===== config.mk =====
export PLATFORM = sky130hd
export DESIGN_NAME = keycode_motion_scheduler
export DESIGN_NICKNAME = d
export VERILOG_FILES = /design/src/rtl/keycode_pkg.sv /design/src/rtl/keycode_decode.sv /design/src/rtl/keycode_motion_scheduler.sv
export SDC_FILE = /design/constraint.sdc
export NUM_CORES = 1
export LEC_CHECK = 0
export CELL_PAD_IN_SITES_DETAIL_PLACEMENT = 0
export CELL_PAD_IN_SITES_GLOBAL_PLACEMENT = 2
export CORE_MARGIN = 2
export CORE_UTILIZATION = 44
export DETAILED_ROUTE_END_ITERATION = 12
export DONT_BUFFER_PORTS = 1
export PLACE_DENSITY = 0.82
export SETUP_SLACK_MARGIN = 0.2
export SYNTH_ARGS = -nofsm -noshare
export SYNTH_HDL_FRONTEND = slang
export SYNTH_HIERARCHICAL = 1
export SYNTH_SLANG_ARGS = --single-unit

===== constraint.sdc =====
create_clock -name clk -period 3.4 [get_ports clk]
set_input_delay 0.68 -clock clk [delete_from_list [all_inputs] [get_ports clk]]
set_output_delay 0.68 -clock clk [all_outputs]
set_load 0.02 [all_outputs]

===== src/rtl/keycode_pkg.sv =====
// Shared types and HID keycode constants for the keycode motion scheduler.
package keycode_pkg;

   // Direction command encoding seen by the ball motion logic.
   typedef enum logic [2:0] {
      DIR_NONE  = 3'd0,
      DIR_UP    = 3'd1,
      DIR_LEFT  = 3'd2,
      DIR_DOWN  = 3'd3,
      DIR_RIGHT = 3'd4
   } dir_t;

   // HID usage codes for W/A/S/D and the keyboard rollover error code.
   localparam logic [7:0] KC_W        = 8'h1A;
   localparam logic [7:0] KC_A        = 8'h04;
   localparam logic [7:0] KC_S        = 8'h16;
   localparam logic [7:0] KC_D        = 8'h07;
   localparam logic [7:0] KC_ROLLOVER = 8'h01;

   // Per-frame scheduler states.
   typedef enum logic [1:0] {
      ST_IDLE    = 2'd0,
      ST_SCAN    = 2'd1,
      ST_RESOLVE = 2'd2,
      ST_ISSUE   = 2'd3
   } state_t;

endpackage


===== src/rtl/keycode_decode.sv =====
// Combinational decode of one HID keycode byte into a direction / rollover flag.
module keycode_decode
   import keycode_pkg::*;
(
   input  logic [7:0] kc_byte,
   output logic       is_dir,
   output logic [2:0] dir,
   output logic       is_rollover
);

   // Map WASD to directions; flag the rollover error code; everything else is ignored.
   always_comb begin
      is_dir      = 1'b0;
      dir         = DIR_NONE;
      is_rollover = 1'b0;
      case (kc_byte)
         KC_W:        begin is_dir = 1'b1; dir = DIR_UP;    end
         KC_A:        begin is_dir = 1'b1; dir = DIR_LEFT;  end
         KC_S:        begin is_dir = 1'b1; dir = DIR_DOWN;  end
         KC_D:        begin is_dir = 1'b1; dir = DIR_RIGHT; end
         KC_ROLLOVER: is_rollover = 1'b1;
         default:     ;
      endcase
   end

endmodule


===== src/rtl/keycode_motion_scheduler.sv =====
// Per-frame motion command scheduler: snapshots the keycode words on each
// frame start, scans the eight bytes one per cycle, resolves one direction and
// offers it to the ball motion logic over a valid/ready handshake.
//
// Handshake: cmd_valid rises with cmd_dir already stable and both hold until a
// cycle where cmd_valid && cmd_ready; that cycle is the transfer and cmd_valid
// drops on the following cycle. cmd_ready has no effect while cmd_valid is low.
module keycode_motion_scheduler
   import keycode_pkg::*;
#(
   parameter bit VS_ACTIVE_LOW = 1'b1,
   parameter int OVR_W         = 8,
   parameter bit STICKY_DIR    = 1'b1
) (
   input  logic             clk,
   input  logic             reset_n,
   input  logic             vs,
   input  logic [31:0]      keycode0,
   input  logic [31:0]      keycode1,
   input  logic             cmd_ready,
   output logic             cmd_valid,
   output logic [2:0]       cmd_dir,
   output logic             frame_tick,
   output logic             busy,
   output logic [OVR_W-1:0] overrun_cnt
);

   state_t           state_q, state_d;
   logic             vs_q, vs_d;
   logic [63:0]      snap_q, snap_d;
   logic [2:0]       idx_q, idx_d;
   logic             found_q, found_d;
   logic             rollover_q, rollover_d;
   dir_t             rec_dir_q, rec_dir_d;
   dir_t             held_dir_q, held_dir_d;
   dir_t             cmd_dir_q, cmd_dir_d;
   logic             cmd_valid_q, cmd_valid_d;
   logic             frame_tick_q, frame_tick_d;
   logic [OVR_W-1:0] ovr_q, ovr_d;

   logic             frame_edge;
   logic [7:0]       cur_byte;
   logic             dec_is_dir;
   logic [2:0]       dec_dir;
   logic             dec_is_rollover;
   dir_t             resolved_dir;

   // Frame start: previous vs at the inactive level, current vs at the active level.
   assign frame_edge = ((vs ^ VS_ACTIVE_LOW) == 1'b1) && ((vs_q ^ VS_ACTIVE_LOW) == 1'b0);

   // Byte under scan from the snapshot; byte 0 is keycode0[7:0].
   assign cur_byte = snap_q[{idx_q, 3'b000} +: 8];

   keycode_decode u_decode (
      .kc_byte     (cur_byte),
      .is_dir      (dec_is_dir),
      .dir         (dec_dir),
      .is_rollover (dec_is_rollover)
   );

   // Rollover keeps the previous direction; otherwise the first WASD wins,
   // and with no key pressed the sticky option decides.
   always_comb begin
      resolved_dir = DIR_NONE;
      if (rollover_q)      resolved_dir = held_dir_q;
      else if (found_q)    resolved_dir = rec_dir_q;
      else if (STICKY_DIR) resolved_dir = held_dir_q;
   end

   // Next-state logic for the scheduler FSM, snapshot, outputs and overrun counter.
   always_comb begin
      state_d      = state_q;
      vs_d         = vs;
      snap_d       = snap_q;
      idx_d        = idx_q;
      found_d      = found_q;
      rollover_d   = rollover_q;
      rec_dir_d    = rec_dir_q;
      held_dir_d   = held_dir_q;
      cmd_dir_d    = cmd_dir_q;
      cmd_valid_d  = cmd_valid_q;
      frame_tick_d = frame_edge;
      ovr_d        = ovr_q;

      // A frame start outside IDLE is dropped and counted, saturating.
      if (frame_edge && (state_q != ST_IDLE) && (ovr_q != {OVR_W{1'b1}})) begin
         ovr_d = ovr_q + OVR_W'(1);
      end

      case (state_q)
         ST_IDLE: begin
            if (frame_edge) begin
               snap_d     = {keycode1, keycode0};
               idx_d      = 3'd0;
               found_d    = 1'b0;
               rollover_d = 1'b0;
               state_d    = ST_SCAN;
            end
         end
         ST_SCAN: begin
            if (dec_is_rollover) begin
               rollover_d = 1'b1;
            end else if (dec_is_dir && !found_q) begin
               rec_dir_d = dir_t'(dec_dir);
               found_d   = 1'b1;
            end
            idx_d = idx_q + 3'd1;
            if (idx_q == 3'd7) state_d = ST_RESOLVE;
         end
         ST_RESOLVE: begin
            held_dir_d  = resolved_dir;
            cmd_dir_d   = resolved_dir;
            cmd_valid_d = 1'b1;
            state_d     = ST_ISSUE;
         end
         ST_ISSUE: begin
            if (cmd_ready) begin
               cmd_valid_d = 1'b0;
               state_d     = ST_IDLE;
            end
         end
         default: state_d = ST_IDLE;
      endcase
   end

   // All scheduler state and registered outputs; reset discards any pending command.
   always_ff @(posedge clk or negedge reset_n) begin
      if (!reset_n) begin
         state_q      <= ST_IDLE;
         vs_q         <= VS_ACTIVE_LOW;
         snap_q       <= '0;
         idx_q        <= 3'd0;
         found_q      <= 1'b0;
         rollover_q   <= 1'b0;
         rec_dir_q    <= DIR_NONE;
         held_dir_q   <= DIR_NONE;
         cmd_dir_q    <= DIR_NONE;
         cmd_valid_q  <= 1'b0;
         frame_tick_q <= 1'b0;
         ovr_q        <= '0;
      end else begin
         state_q      <= state_d;
         vs_q         <= vs_d;
         snap_q       <= snap_d;
         idx_q        <= idx_d;
         found_q      <= found_d;
         rollover_q   <= rollover_d;
         rec_dir_q    <= rec_dir_d;
         held_dir_q   <= held_dir_d;
         cmd_dir_q    <= cmd_dir_d;
         cmd_valid_q  <= cmd_valid_d;
         frame_tick_q <= frame_tick_d;
         ovr_q        <= ovr_d;
      end
   end

   assign cmd_valid   = cmd_valid_q;
   assign cmd_dir     = cmd_dir_q;
   assign frame_tick  = frame_tick_q;
   assign busy        = (state_q != ST_IDLE);
   assign overrun_cnt = ovr_q;

endmodule


Figure 1. Placement by cell class.
The bar under the picture is 20 um long. Fill, decap, tap and diode cells in grey.
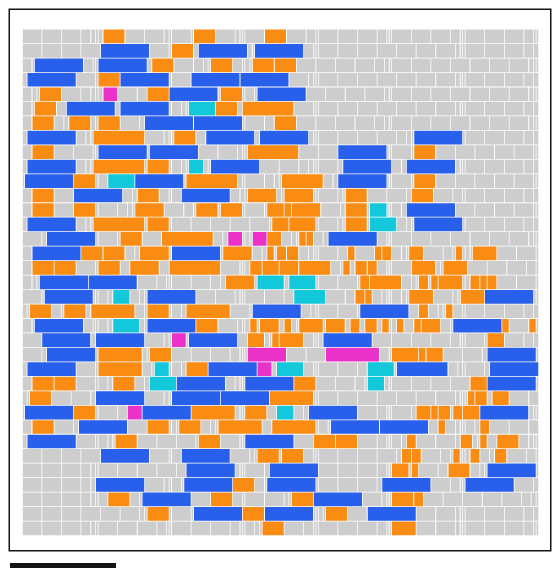
Orange shows remaining logic cells, cells 181. Cyan shows clock drivers and dummy loads, cells 16. Magenta shows remaining buffers and delay cells, cells 8. Blue shows sequential cells, cells 88.
flop share of the area: 48.2%
design area: 0.00457 mm2
Site Rows: 35
Final Util: 49.5%
core box area: 0.00924 mm2

Figure 2. Routing congestion map.
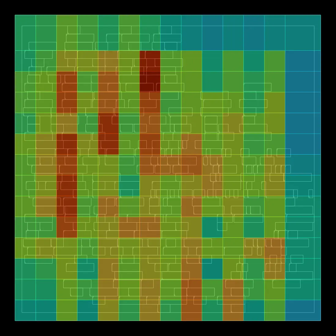
Total GRT Usage: 15.6%
grt met1 use: 17.5%
met3 Track Usage GR: 7.18%
wire length per cell: 17.9 um
met2 usage: 26.3%

==> impl_metrics.py <==
# Physical implementation metrics
metrics = {
    "status": {
        "status": "finished clean",
    },
    "timing": {
        "maxSlewHeadroom_pct": 63.3,
        "fmax_ghz": 0.320,
        "setup_viol": 0,
        "rsz0062_at_grt": "true",
        "hold_viol_final": 0,
        "min_period_over_period_pct": 91.9,
        "worst_pin_slew_ns": 0.550,
    },
    "final_layout": {
        "area_delta_synth_final_pct": 9.27,
        "area.sequential_mm2": 0.00220,
        "fillers": 816,
        "n_antenna_cell": 0,
    },
    "power": {
        "p_sw_share_pct": 33.1,
        "power_uw": 4080,
        "pwr-share-comb_pct": 38.6,
        "power.switching_uw": 1350,
        "powerDensity_mw_per_mm2": 892,
        "leakage_uw": 0.00194,
        "power.internal_uw": 2730,
    },
    "detailed_routing": {
        "drt-total-wl_um": 7560,
        "drc": 0,
        "dr.pass1.iters": 5,
        "viasPerCell": 5.39,
        "num_vias": 2273,
        "drt_iter0_drc": 75,
    },
    "yosys": {
        "yosysWarnings": 6,
        "ys_types": 43,
        "synth.comb.largest_family": "multiplexers",
        "ys_seq_share_pct": 52.7,
        "syn_nets": 358,
        "ys_ff": 88,
        "area_leaders": "dfrtp_1, mux2_2, mux4_1, mux4_2, mux2_4",
        "postSynth.asyncResetShare_pct": 100,
        "ys_chip_area_mm2": 0.00418,
        "synth-edff-count": 0,
        "ys_sh_simple_pct": 5.68,
        "synthFlopType": "dfrtp_1",
        "fa_ha_area_share_pct": 2.69,
        "yosysCellCount": 281,
    },
    "die": {
        "ios": 82,
        "fp.dieW_um": 102,
    },
    "placed_design": {
        "place.port_buffers": 0,
        "placed_area_mm2": 0.00431,
        "dp_hpwl_um": 5470,
    },
    "clock_tree": {
        "tritoncts": "yes",
        "clockBufferDepth": 2,
        "cts-root-buf": "clkbuf_8",
    },
    "critical_path": {
        "crit_arrival_ns": 3.37,
        "regToRegSetupSlack_ns": 0.27,
        "r2r_start": "idx_q[0]$_DFFE_PN0P_",
        "worstSetupPathType": "reg2reg",
        "worstPathRequired_ns": 3.64,
        "path_max_fanout": 13,
        "cp-end-kind": "register",
    },
    "grt": {
        "grt_pass1_wl_um": 12200,
        "grt_max_degree": 88,
        "antenna_found_initial": 1,
    },
    "flow_run": {
        "timing.max_cap.violations": 0,
        "warnings": 32,
    },
}
## state kept, by name (all words and copies together), names as in the netlist
register,flops
idx_q,3
rollover_q,1
frame_tick,1
cmd_dir,3
cmd_valid,1
overrun_cnt,8
found_q,1
rec_dir_q,3
vs_q,1
snap_q,64
state_q,2
## what timing repair did
| action | in CTS | in global routing |
|---|---|---|
| hold buffers | 1 | 0 |
| hold endpoints to repair | 87 | 0 |
| buffers inserted | 0 | 1 |
| setup endpoints to repair | 3 | 3 |
| resized | 1 | 4 |
## per-layer routing
layer	up-vias	wire, um	track usage, %
met4	2	117	5.61
met3	11	614	7.18
met5	-	17	0
met2	68	3840	26.3
met1	1146	2970	17.5
li1	1046	-	-
## final timing paths
kind | end | cells past startpoint
setup / recovery | rec_dir_q[2]$_DFFE_PN0P_ | 8
hold / removal | vs_q$_DFF_PN1_ | 0
setup reg to reg | rec_dir_q[2]$_DFFE_PN0P_ | 8
hold reg to reg | snap_q[28]$_DFFE_PN0P_ | 1
max in group asynchronous | state_q[0]$_DFFE_PN0P_ | 1
min in group clk | vs_q$_DFF_PN1_ | 0
## through the flow
| step | hold slack, ns | std cells |
|---|---|---|
| after global placement | 0.386 | 404 |
| final | 0.158 | 422 |
| after detailed placement | 0.386 | 404 |
| after global routing | 0.120 | 422 |
| after floorplan | 0.384 | 281 |
| after CTS | 0.128 | 421 |
## area by class of cell
class	count	area share [%]
clock buffers	9	2.71
clock inverters	7	1.45
inverters	7	0.575
multi-input cells	174	41.5
flip-flops and latches	88	48.2
well taps	129	3.53
repair buffers	8	2.03
## cell usage in the layout, fill, tap and decap left out, types with 2 or more instances in the layout
cell / count
dfrtp_1: 87
buf_4: 6
mux4_2: 8
ha_1: 9
clkbuf_8: 9
inv_6: 2
mux2_2: 72
a21oi_1: 5
clkinvlp_4: 2
xnor2_1: 6
nor2_1: 8
clkinv_4: 2
inv_1: 6
mux2_4: 8
o21ai_0: 6
nor3_4: 2
and3_1: 2
mux4_1: 8
nand3_1: 4
nand2_1: 12
nand3b_1: 2
## power by group through the flow
stage / Combinational, uW / Clock (uW) / Sequential [uW]
6_report: 1580 / 680 / 1820
5_1_grt: 1740 / 751 / 1880
4_1_cts: 1560 / 712 / 1830
3_5_place_dp: 1540 / 0 / 1850
3_3_place_gp: 1500 / 0 / 1840
2_1_floorplan: 1360 / 0 / 1710
## critical path: stages (launching register included)
cell and delay (ns):
dfrtp_1 0.40, buf_12 0.16, mux4_1 0.55, mux2_4 0.32, or4b_2 0.73, a31oi_4 0.20
nand2_1 0.11, nor3_4 0.18, mux2_2 0.36
## logic make-up (layout without fill, tap and decap cells)
group / after synthesis / after routing
xor gates and xnor gates: 6 / 6
AOI/OAI and AO/OA: 19 / 19
DFF: 88 / 88
and+or+nand+nor: 42 / 42
buffers and inverters: 19 / 31
adders and majority gates: 9 / 9
muxes: 98 / 98
Power figures rest on the tool's default switching activity, not on a simulated workload.
